clk_routes.png
Bar = 20 um.
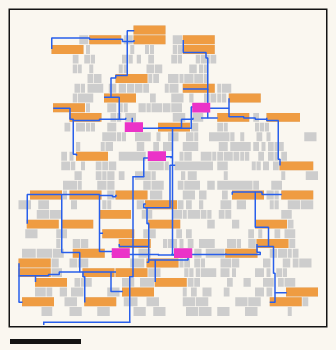
clocks.png
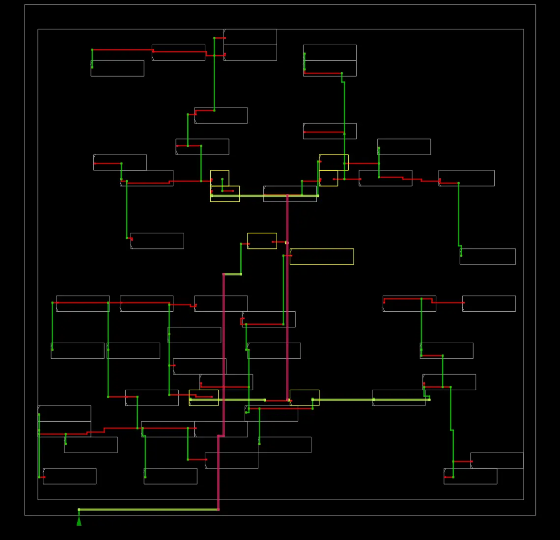
==> config.mk <==
export PLATFORM = sky130hd
export DESIGN_NAME = pll_phase_ctrl_flat
export DESIGN_NICKNAME = d
export VERILOG_FILES = /design/src/rtl/pll_phase_ctrl_if.sv /design/src/rtl/pll_phase_ctrl.sv /design/src/flat_wrapper.sv
export SDC_FILE = /design/constraint.sdc
export NUM_CORES = 1
export LEC_CHECK = 0
export CAP_MARGIN = 15
export CORE_MARGIN = 2
export CORE_UTILIZATION = 40
export DETAILED_ROUTE_END_ITERATION = 7
export SETUP_SLACK_MARGIN = 0.02
export SYNTH_ARGS = -nofsm -noshare
export SYNTH_HDL_FRONTEND = slang
export SYNTH_SLANG_ARGS = --single-unit
export TNS_END_PERCENT = 1
==> constraint.sdc <==
create_clock -name clock -period 6.83 [get_ports clock]
set_clock_uncertainty 0.2 [all_clocks]
set_input_delay 1.366 -clock clock [delete_from_list [all_inputs] [get_ports clock]]
set_output_delay 1.366 -clock clock [all_outputs]
set_load 0.01 [all_outputs]
==> src/rtl/pll_phase_ctrl_if.sv <==
// ----------------------------------------------------------------------------
// pll_phase_ctrl_if
// Phase-shift request bus between a requester and pll_phase_ctrl.
//
// Signals:
//   req_valid  requester -> controller  request valid
//   req_sel    requester -> controller  PLL output to shift (PHASESEL code)
//   req_dir    requester -> controller  shift direction (PHASEDIR)
//   req_count  requester -> controller  number of phase steps
//   req_ready  controller -> requester  request accepted this cycle
//   busy       controller -> requester  phase-step sequence in progress
//
// Modports: master (requester side), slave (controller side).
// ----------------------------------------------------------------------------
interface pll_phase_ctrl_if #(
   parameter int STEPS_W = 8
);
   logic               req_valid;
   logic [1:0]         req_sel;
   logic               req_dir;
   logic [STEPS_W-1:0] req_count;
   logic               req_ready;
   logic               busy;

   modport master (
      output req_valid, req_sel, req_dir, req_count,
      input  req_ready, busy
   );

   modport slave (
      input  req_valid, req_sel, req_dir, req_count,
      output req_ready, busy
   );
endinterface

==> src/rtl/pll_phase_ctrl.sv <==
// ----------------------------------------------------------------------------
// pll_phase_ctrl
// Power-up / relock sequencer and dynamic phase-shift driver for an ECP5
// EHXPLLL. Pulses the PLL reset, qualifies LOCK, holds the system in reset
// until lock has been continuously present for LOCK_STABLE cycles, and
// recovers on lock loss or lock timeout. While running, accepts phase-shift
// requests and generates PHASESEL/PHASEDIR/PHASESTEP sequences.
// Clocked from the PLL reference so output glitches during steps are harmless.
//
// Ports:
//   clock         in   25 MHz reference clock
//   reset_n       in   asynchronous active-low reset
//   pll_locked    in   PLL LOCK, asynchronous to clock
//   pll_rst       out  PLL RST, active high
//   phasesel      out  PLL PHASESEL[1:0]
//   phasedir      out  PLL PHASEDIR
//   phasestep     out  PLL PHASESTEP, idle high, active-low pulses
//   sys_rst_n     out  system reset, released synchronously once running
//   relock_count  out  lock-loss events while running, saturating at 255
//   req_bus       slave side of the phase-shift request bus
// ----------------------------------------------------------------------------
module pll_phase_ctrl #(
   parameter int LOCK_STABLE  = 1024,
   parameter int LOCK_TIMEOUT = 65536,
   parameter int RST_CYCLES   = 16,
   parameter int STEP_WIDTH   = 4,
   parameter int STEP_GAP     = 8,
   parameter int STEPS_W      = 8
) (
   input  logic                clock,
   input  logic                reset_n,
   input  logic                pll_locked,
   output logic                pll_rst,
   output logic [1:0]          phasesel,
   output logic                phasedir,
   output logic                phasestep,
   output logic                sys_rst_n,
   output logic [7:0]          relock_count,
   pll_phase_ctrl_if.slave     req_bus
);

   // One shared counter serves every timed state, so size it for the longest.
   localparam int MAX_AB = (LOCK_TIMEOUT > LOCK_STABLE) ? LOCK_TIMEOUT : LOCK_STABLE;
   localparam int MAX_CD = (STEP_WIDTH > STEP_GAP) ? STEP_WIDTH : STEP_GAP;
   localparam int MAX_EF = (MAX_CD > RST_CYCLES) ? MAX_CD : RST_CYCLES;
   localparam int MAX_P  = (MAX_AB > MAX_EF) ? MAX_AB : MAX_EF;
   localparam int CNT_W  = $clog2(MAX_P + 1);

   localparam logic [CNT_W-1:0] RST_LAST     = CNT_W'(RST_CYCLES - 1);
   localparam logic [CNT_W-1:0] TIMEOUT_LAST = CNT_W'(LOCK_TIMEOUT - 1);
   localparam logic [CNT_W-1:0] STABLE_LAST  = CNT_W'(LOCK_STABLE - 1);
   localparam logic [CNT_W-1:0] WIDTH_LAST   = CNT_W'(STEP_WIDTH - 1);
   localparam logic [CNT_W-1:0] GAP_LAST     = CNT_W'(STEP_GAP - 1);

   typedef enum logic [2:0] {
      RESET_PLL,
      WAIT_LOCK,
      STABLE,
      RUN,
      SETUP,
      STEP,
      GAP
   } state_t;

   state_t             state_reg, state_next;
   logic [CNT_W-1:0]   cnt_reg, cnt_next;
   logic [STEPS_W-1:0] remaining_reg, remaining_next;
   logic               pll_rst_reg, pll_rst_next;
   logic [1:0]         phasesel_reg, phasesel_next;
   logic               phasedir_reg, phasedir_next;
   logic               phasestep_reg, phasestep_next;
   logic               busy_reg, busy_next;
   logic               sys_rst_n_reg, sys_rst_n_next;
   logic [7:0]         relock_count_reg, relock_count_next;
   logic [1:0]         lock_sync_reg;
   logic               lock_s;
   logic               handshake;

   // Two-flop synchronizer; nothing downstream ever looks at raw pll_locked.
   always_ff @(posedge clock or negedge reset_n) begin
      if (!reset_n) begin
         lock_sync_reg <= 2'b00;
      end else begin
         lock_sync_reg <= {lock_sync_reg[0], pll_locked};
      end
   end

   assign lock_s    = lock_sync_reg[1];
   assign req_bus.req_ready = (state_reg == RUN) && lock_s;
   assign handshake = req_bus.req_valid && req_bus.req_ready;

   always_ff @(posedge clock or negedge reset_n) begin
      if (!reset_n) begin
         state_reg        <= RESET_PLL;
         cnt_reg          <= '0;
         remaining_reg    <= '0;
         pll_rst_reg      <= 1'b1;
         phasesel_reg     <= 2'b00;
         phasedir_reg     <= 1'b0;
         phasestep_reg    <= 1'b1;
         busy_reg         <= 1'b0;
         sys_rst_n_reg    <= 1'b0;
         relock_count_reg <= 8'd0;
      end else begin
         state_reg        <= state_next;
         cnt_reg          <= cnt_next;
         remaining_reg    <= remaining_next;
         pll_rst_reg      <= pll_rst_next;
         phasesel_reg     <= phasesel_next;
         phasedir_reg     <= phasedir_next;
         phasestep_reg    <= phasestep_next;
         busy_reg         <= busy_next;
         sys_rst_n_reg    <= sys_rst_n_next;
         relock_count_reg <= relock_count_next;
      end
   end

   // Outputs are computed one cycle ahead so every PLL-facing pin is a flop.
   always_comb begin
      state_next        = state_reg;
      cnt_next          = cnt_reg;
      remaining_next    = remaining_reg;
      pll_rst_next      = pll_rst_reg;
      phasesel_next     = phasesel_reg;
      phasedir_next     = phasedir_reg;
      phasestep_next    = phasestep_reg;
      busy_next         = busy_reg;
      sys_rst_n_next    = sys_rst_n_reg;
      relock_count_next = relock_count_reg;

      case (state_reg)
         RESET_PLL: begin
            if (cnt_reg == RST_LAST) begin
               state_next   = WAIT_LOCK;
               cnt_next     = '0;
               pll_rst_next = 1'b0;
            end else begin
               cnt_next = cnt_reg + CNT_W'(1);
            end
         end
         WAIT_LOCK: begin
            if (lock_s) begin
               state_next = STABLE;
               cnt_next   = '0;
            end else if (cnt_reg == TIMEOUT_LAST) begin
               state_next   = RESET_PLL;
               cnt_next     = '0;
               pll_rst_next = 1'b1;
            end else begin
               cnt_next = cnt_reg + CNT_W'(1);
            end
         end
         STABLE: begin
            if (!lock_s) begin
               state_next = WAIT_LOCK;
               cnt_next   = '0;
            end else if (cnt_reg == STABLE_LAST) begin
               state_next     = RUN;
               cnt_next       = '0;
               sys_rst_n_next = 1'b1;
            end else begin
               cnt_next = cnt_reg + CNT_W'(1);
            end
         end
         RUN: begin
            // A zero-step request is simply acknowledged; outputs stay put.
            if (handshake && (req_bus.req_count != '0)) begin
               state_next     = SETUP;
               cnt_next       = '0;
               phasesel_next  = req_bus.req_sel;
               phasedir_next  = req_bus.req_dir;
               remaining_next = req_bus.req_count;
               busy_next      = 1'b1;
            end
         end
         SETUP: begin
            state_next     = STEP;
            cnt_next       = '0;
            phasestep_next = 1'b0;
         end
         STEP: begin
            if (cnt_reg == WIDTH_LAST) begin
               state_next     = GAP;
               cnt_next       = '0;
               phasestep_next = 1'b1;
               remaining_next = remaining_reg - STEPS_W'(1);
            end else begin
               cnt_next = cnt_reg + CNT_W'(1);
            end
         end
         GAP: begin
            if (cnt_reg == GAP_LAST) begin
               cnt_next = '0;
               if (remaining_reg == '0) begin
                  state_next = RUN;
                  busy_next  = 1'b0;
               end else begin
                  state_next     = STEP;
                  phasestep_next = 1'b0;
               end
            end else begin
               cnt_next = cnt_reg + CNT_W'(1);
            end
         end
         default: begin
            state_next   = RESET_PLL;
            cnt_next     = '0;
            pll_rst_next = 1'b1;
         end
      endcase

      // Lock loss while running overrides whatever the case above decided:
      // abandon the request, park PHASESTEP high and drop the system reset.
      if (!lock_s && ((state_reg == RUN) || (state_reg == SETUP) ||
                      (state_reg == STEP) || (state_reg == GAP))) begin
         state_next     = WAIT_LOCK;
         cnt_next       = '0;
         remaining_next = '0;
         phasestep_next = 1'b1;
         busy_next      = 1'b0;
         sys_rst_n_next = 1'b0;
         if (relock_count_reg != 8'hFF) begin
            relock_count_next = relock_count_reg + 8'd1;
         end
      end
   end

   assign pll_rst      = pll_rst_reg;
   assign phasesel     = phasesel_reg;
   assign phasedir     = phasedir_reg;
   assign phasestep    = phasestep_reg;
   assign sys_rst_n    = sys_rst_n_reg;
   assign relock_count = relock_count_reg;
   assign req_bus.busy = busy_reg;

endmodule

==> src/flat_wrapper.sv <==
// flat-port wrapper written by rule: the top's interface ports become plain ports
module pll_phase_ctrl_flat 
#(
   parameter int LOCK_STABLE  = 1024,
   parameter int LOCK_TIMEOUT = 65536,
   parameter int RST_CYCLES   = 16,
   parameter int STEP_WIDTH   = 4,
   parameter int STEP_GAP     = 8,
   parameter int STEPS_W      = 8
)
  (clock, reset_n, pll_locked, pll_rst, phasesel, phasedir, phasestep, sys_rst_n, relock_count, req_bus_req_valid, req_bus_req_sel, req_bus_req_dir, req_bus_req_count, req_bus_req_ready, req_bus_busy);
  pll_phase_ctrl_if #(.STEPS_W(STEPS_W)) req_bus_i ();
  input  logic clock;
  input  logic reset_n;
  input  logic pll_locked;
  output logic pll_rst;
  output logic [1:0] phasesel;
  output logic phasedir;
  output logic phasestep;
  output logic sys_rst_n;
  output logic [7:0] relock_count;
  input wire logic [$bits(req_bus_i.req_valid)-1:0] req_bus_req_valid;
  input wire logic [$bits(req_bus_i.req_sel)-1:0] req_bus_req_sel;
  input wire logic [$bits(req_bus_i.req_dir)-1:0] req_bus_req_dir;
  input wire logic [$bits(req_bus_i.req_count)-1:0] req_bus_req_count;
  output wire logic [$bits(req_bus_i.req_ready)-1:0] req_bus_req_ready;
  output wire logic [$bits(req_bus_i.busy)-1:0] req_bus_busy;
  assign req_bus_i.req_valid = req_bus_req_valid;
  assign req_bus_i.req_sel = req_bus_req_sel;
  assign req_bus_i.req_dir = req_bus_req_dir;
  assign req_bus_i.req_count = req_bus_req_count;
  assign req_bus_req_ready = req_bus_i.req_ready;
  assign req_bus_busy = req_bus_i.busy;
  pll_phase_ctrl #(.LOCK_STABLE(LOCK_STABLE), .LOCK_TIMEOUT(LOCK_TIMEOUT), .RST_CYCLES(RST_CYCLES), .STEP_WIDTH(STEP_WIDTH), .STEP_GAP(STEP_GAP), .STEPS_W(STEPS_W)) u_core (.clock(clock), .reset_n(reset_n), .pll_locked(pll_locked), .pll_rst(pll_rst), .phasesel(phasesel), .phasedir(phasedir), .phasestep(phasestep), .sys_rst_n(sys_rst_n), .relock_count(relock_count), .req_bus(req_bus_i));
endmodule
==> ci_impl_report.md <==
### Flow metrics

| Metric | Value |
|---|---|
| Status | finished clean |
| Worst R2R Setup Slack | 3.46 ns |
| Layout Utilization | 48.1% |
| Tcrit/Tclk final | 53.7% |
| Logic pwr share | 44.1% |
| Total power | 0.00114 W |
| Most used logic cell in the final layout | nand2_1 |
| 1st-pass router iterations | 4 |
| Clock root buffer | clkbuf_8 |
| Critical Path Source | req_bus_req_count[2] |
| Fmax | 0.273 GHz |
| VDD IR max | 155 uV |
| H-tree Lvls | 2 |
| Pwr dens | 346 nW/um^2 |
| Port Buffer Count | 30 |
| Maxcap violations | 0 |
| Switch Pwr | 0.000479 W |
| Worst Path Required | 6.87 ns |
| Hold violation count in the final report | 0 |
| YS chip area | 2860 um^2 |
| Sw Share | 41.9% |
| Vias per cell | 5.56 |
| Min Hold Slack | 0.190 ns |
| Post-synth seq share | 39.4% |
| Final setup margin | 3.16 ns |
| GRT Overall Usage | 18.3% |
| Sink Count | 45 |
| Syn. warnings | 0 |
| Row count | 30 |
| DRT iter0 DRCs | 209 |
| Per-cell routed wire length | 14.6 um |
| Share of layout cells above drive strength 1 | 9.94% |
| Synth Cell Area | 2860 um^2 |
| Main flop type | dfrtp_1 |
| Yosys reg bits | 45 |
| Count leader, synth | nand2_1 |
| Syn Area/Cell | 8.64 um^2 |
| Top-area cell share | 37.6% |
| Post-CTS Setup Repair Bufs | 0 |
| CTS Hold Bufs | 0 |
| Min Clock Period, post-route | 3.67 ns |
| I/O Pins | 31 |
| Tool warnings | 29 |
| Core area | 6870 um^2 |
| Max Buffers Root-to-Sink | 2 |
| Yosys stat cell total | 331 |
| Most numerous logic cells after layout | nand2_1, dfrtp_1, nor2_1, clkdlybuf4s50_1, o21ai_0 |
| Chip height | 88.6 um |
| Floorplan Utilization | 41.7% |
| Worst Setup Start Kind | input pin |
| Die ar. | 7850 um^2 |
| Pleak | 1.31 nW |
| Ant. Diodes | 0 |
| Worst Setup EP | u_core.state_reg[0]$_DFFE_PN0P_ |
| GPL Wtd Cong | 0.787 |
| Vias in the first global route | 2327 |
| Critical path capture point type | register |
| Setup violators final | 0 |
| CTS clk-pin slew, worst paths | 0.10 ns |
| Fin Setup TNS | 0 ns |
| Total grt overflow | 0 |
| Area delta synth->final | 15.5% |
| Place WS | 2.83 ns |
| Synth area leaders | dfrtp_1, nand2_1, nor2_1, o21ai_0, o211ai_1 |
| Worst-Skew Late Latency | 0.31 ns |
| Slew HR | 29.5% |
| Initial antenna violation count | 0 |
| Reg-to-reg endpoint | u_core.cnt_reg[5]$_DFFE_PN0P_ |
| Post-Synthesis Cells | 331 |
| Synth unique cells | 56 |
| Post-synth EDFFs | 0 |
| Worst-Margin Slew | 1.06 ns |
| Largest net degree at the start of global routing | 46 |
| Fraction of registers with async set/reset | 100% |
| # DRC | 0 |
| Cell internal pwr | 0.000663 W |
| Hold Path Class | reg -> reg |
| Via total after detailed routing | 2491 |
| Top cells by count | nand2_1, dfrtp_1, nor2_1 |
## Picture notes: clk_routes.png
Key: clock wires = blue [length 647 um]; clock drivers = magenta [count 5]; flip-flops = orange [count 45]
There are 6 routed clock nets.
clk pwr: 0.000215 W
Clock power frac: 18.8%

## Picture notes: clocks.png
clock buffers: 5
num sequential: 45
CTS buffer count: 5

-- worst max-delay path: stages --
cell,delay (ns)
clkdlybuf4s50_1,0.43
or4_1,0.52
o21ai_1,0.35
and2_1,0.73
nor4_1,0.15
mux2i_1,0.16
-- routing by layer --
metal / GRT usage, % / share of wire (%)
met4: 5.10 / 1.2
met3: 2.71 / 3.3
met5: 0 / 0
met2: 29.1 / 47
met1: 25.9 / 49
-- final cells by class --
cell class                      instances  area [um^2]
Clock buffer                            5         68.8
Inverter                               11         41.3
Multi-Input combinational cell        256         1590
Sequential cell                        45         1130
Clock inverter                          3         47.5
Fill cell                             674         3560
Timing Repair Buffer                   32          310
Tap cell                               96          120
-- power groups by stage --
stage / combinational [W] / clock, W / sequential (W)
after global placement: 0.000502 / 0 / 0.000429
final: 0.000504 / 0.000215 / 0.000424
after floorplan: 0.000386 / 0 / 0.000398
after CTS: 0.000507 / 0.000222 / 0.000423
after detailed placement: 0.000505 / 0 / 0.000429
after global routing: 0.000564 / 0.000234 / 0.000438
-- kinds of logic (layout without fill, tap and decap cells) --
group                    Yosys count  count (layout)  share of synthesized area, %
multiplexers                       5               5                          1.92
flip-flops                        45              45                          39.4
AND/OR/NAND/NOR                  158             158                          29.8
XOR/XNOR                           9               9                          2.75
buffers and inverters             30              51                          5.03
adder cells (fa/ha/maj)            7               7                          3.06
AND-OR/OR-AND                     77              77                          18.0
-- metrics by stage --
stage,std cells,cell area (um^2)
final,448,3310
after global routing,448,3310
after CTS,448,3310
after detailed placement,440,3190
after global placement,440,3190
after floorplan,331,2860
-- how the worst min path moves through the flow --
stage / start / endpoint / slack (ns) / cells after the start
finish: u_core.lock_sync_reg[0]$_DFF_PN0_ / u_core.lock_sync_reg[1]$_DFF_PN0_ / 0.19 / 0
global route: u_core.lock_sync_reg[0]$_DFF_PN0_ / u_core.lock_sync_reg[1]$_DFF_PN0_ / 0.19 / 0
CTS: u_core.lock_sync_reg[0]$_DFF_PN0_ / u_core.lock_sync_reg[1]$_DFF_PN0_ / 0.18 / 0
detailed placement: u_core.lock_sync_reg[0]$_DFF_PN0_ / u_core.lock_sync_reg[1]$_DFF_PN0_ / 0.16 / 0
global placement: u_core.lock_sync_reg[0]$_DFF_PN0_ / u_core.lock_sync_reg[1]$_DFF_PN0_ / 0.13 / 0
floorplan: u_core.lock_sync_reg[0]$_DFF_PN0_ / u_core.lock_sync_reg[1]$_DFF_PN0_ / 0.13 / 0
Power and IR drop assume default switching activity.
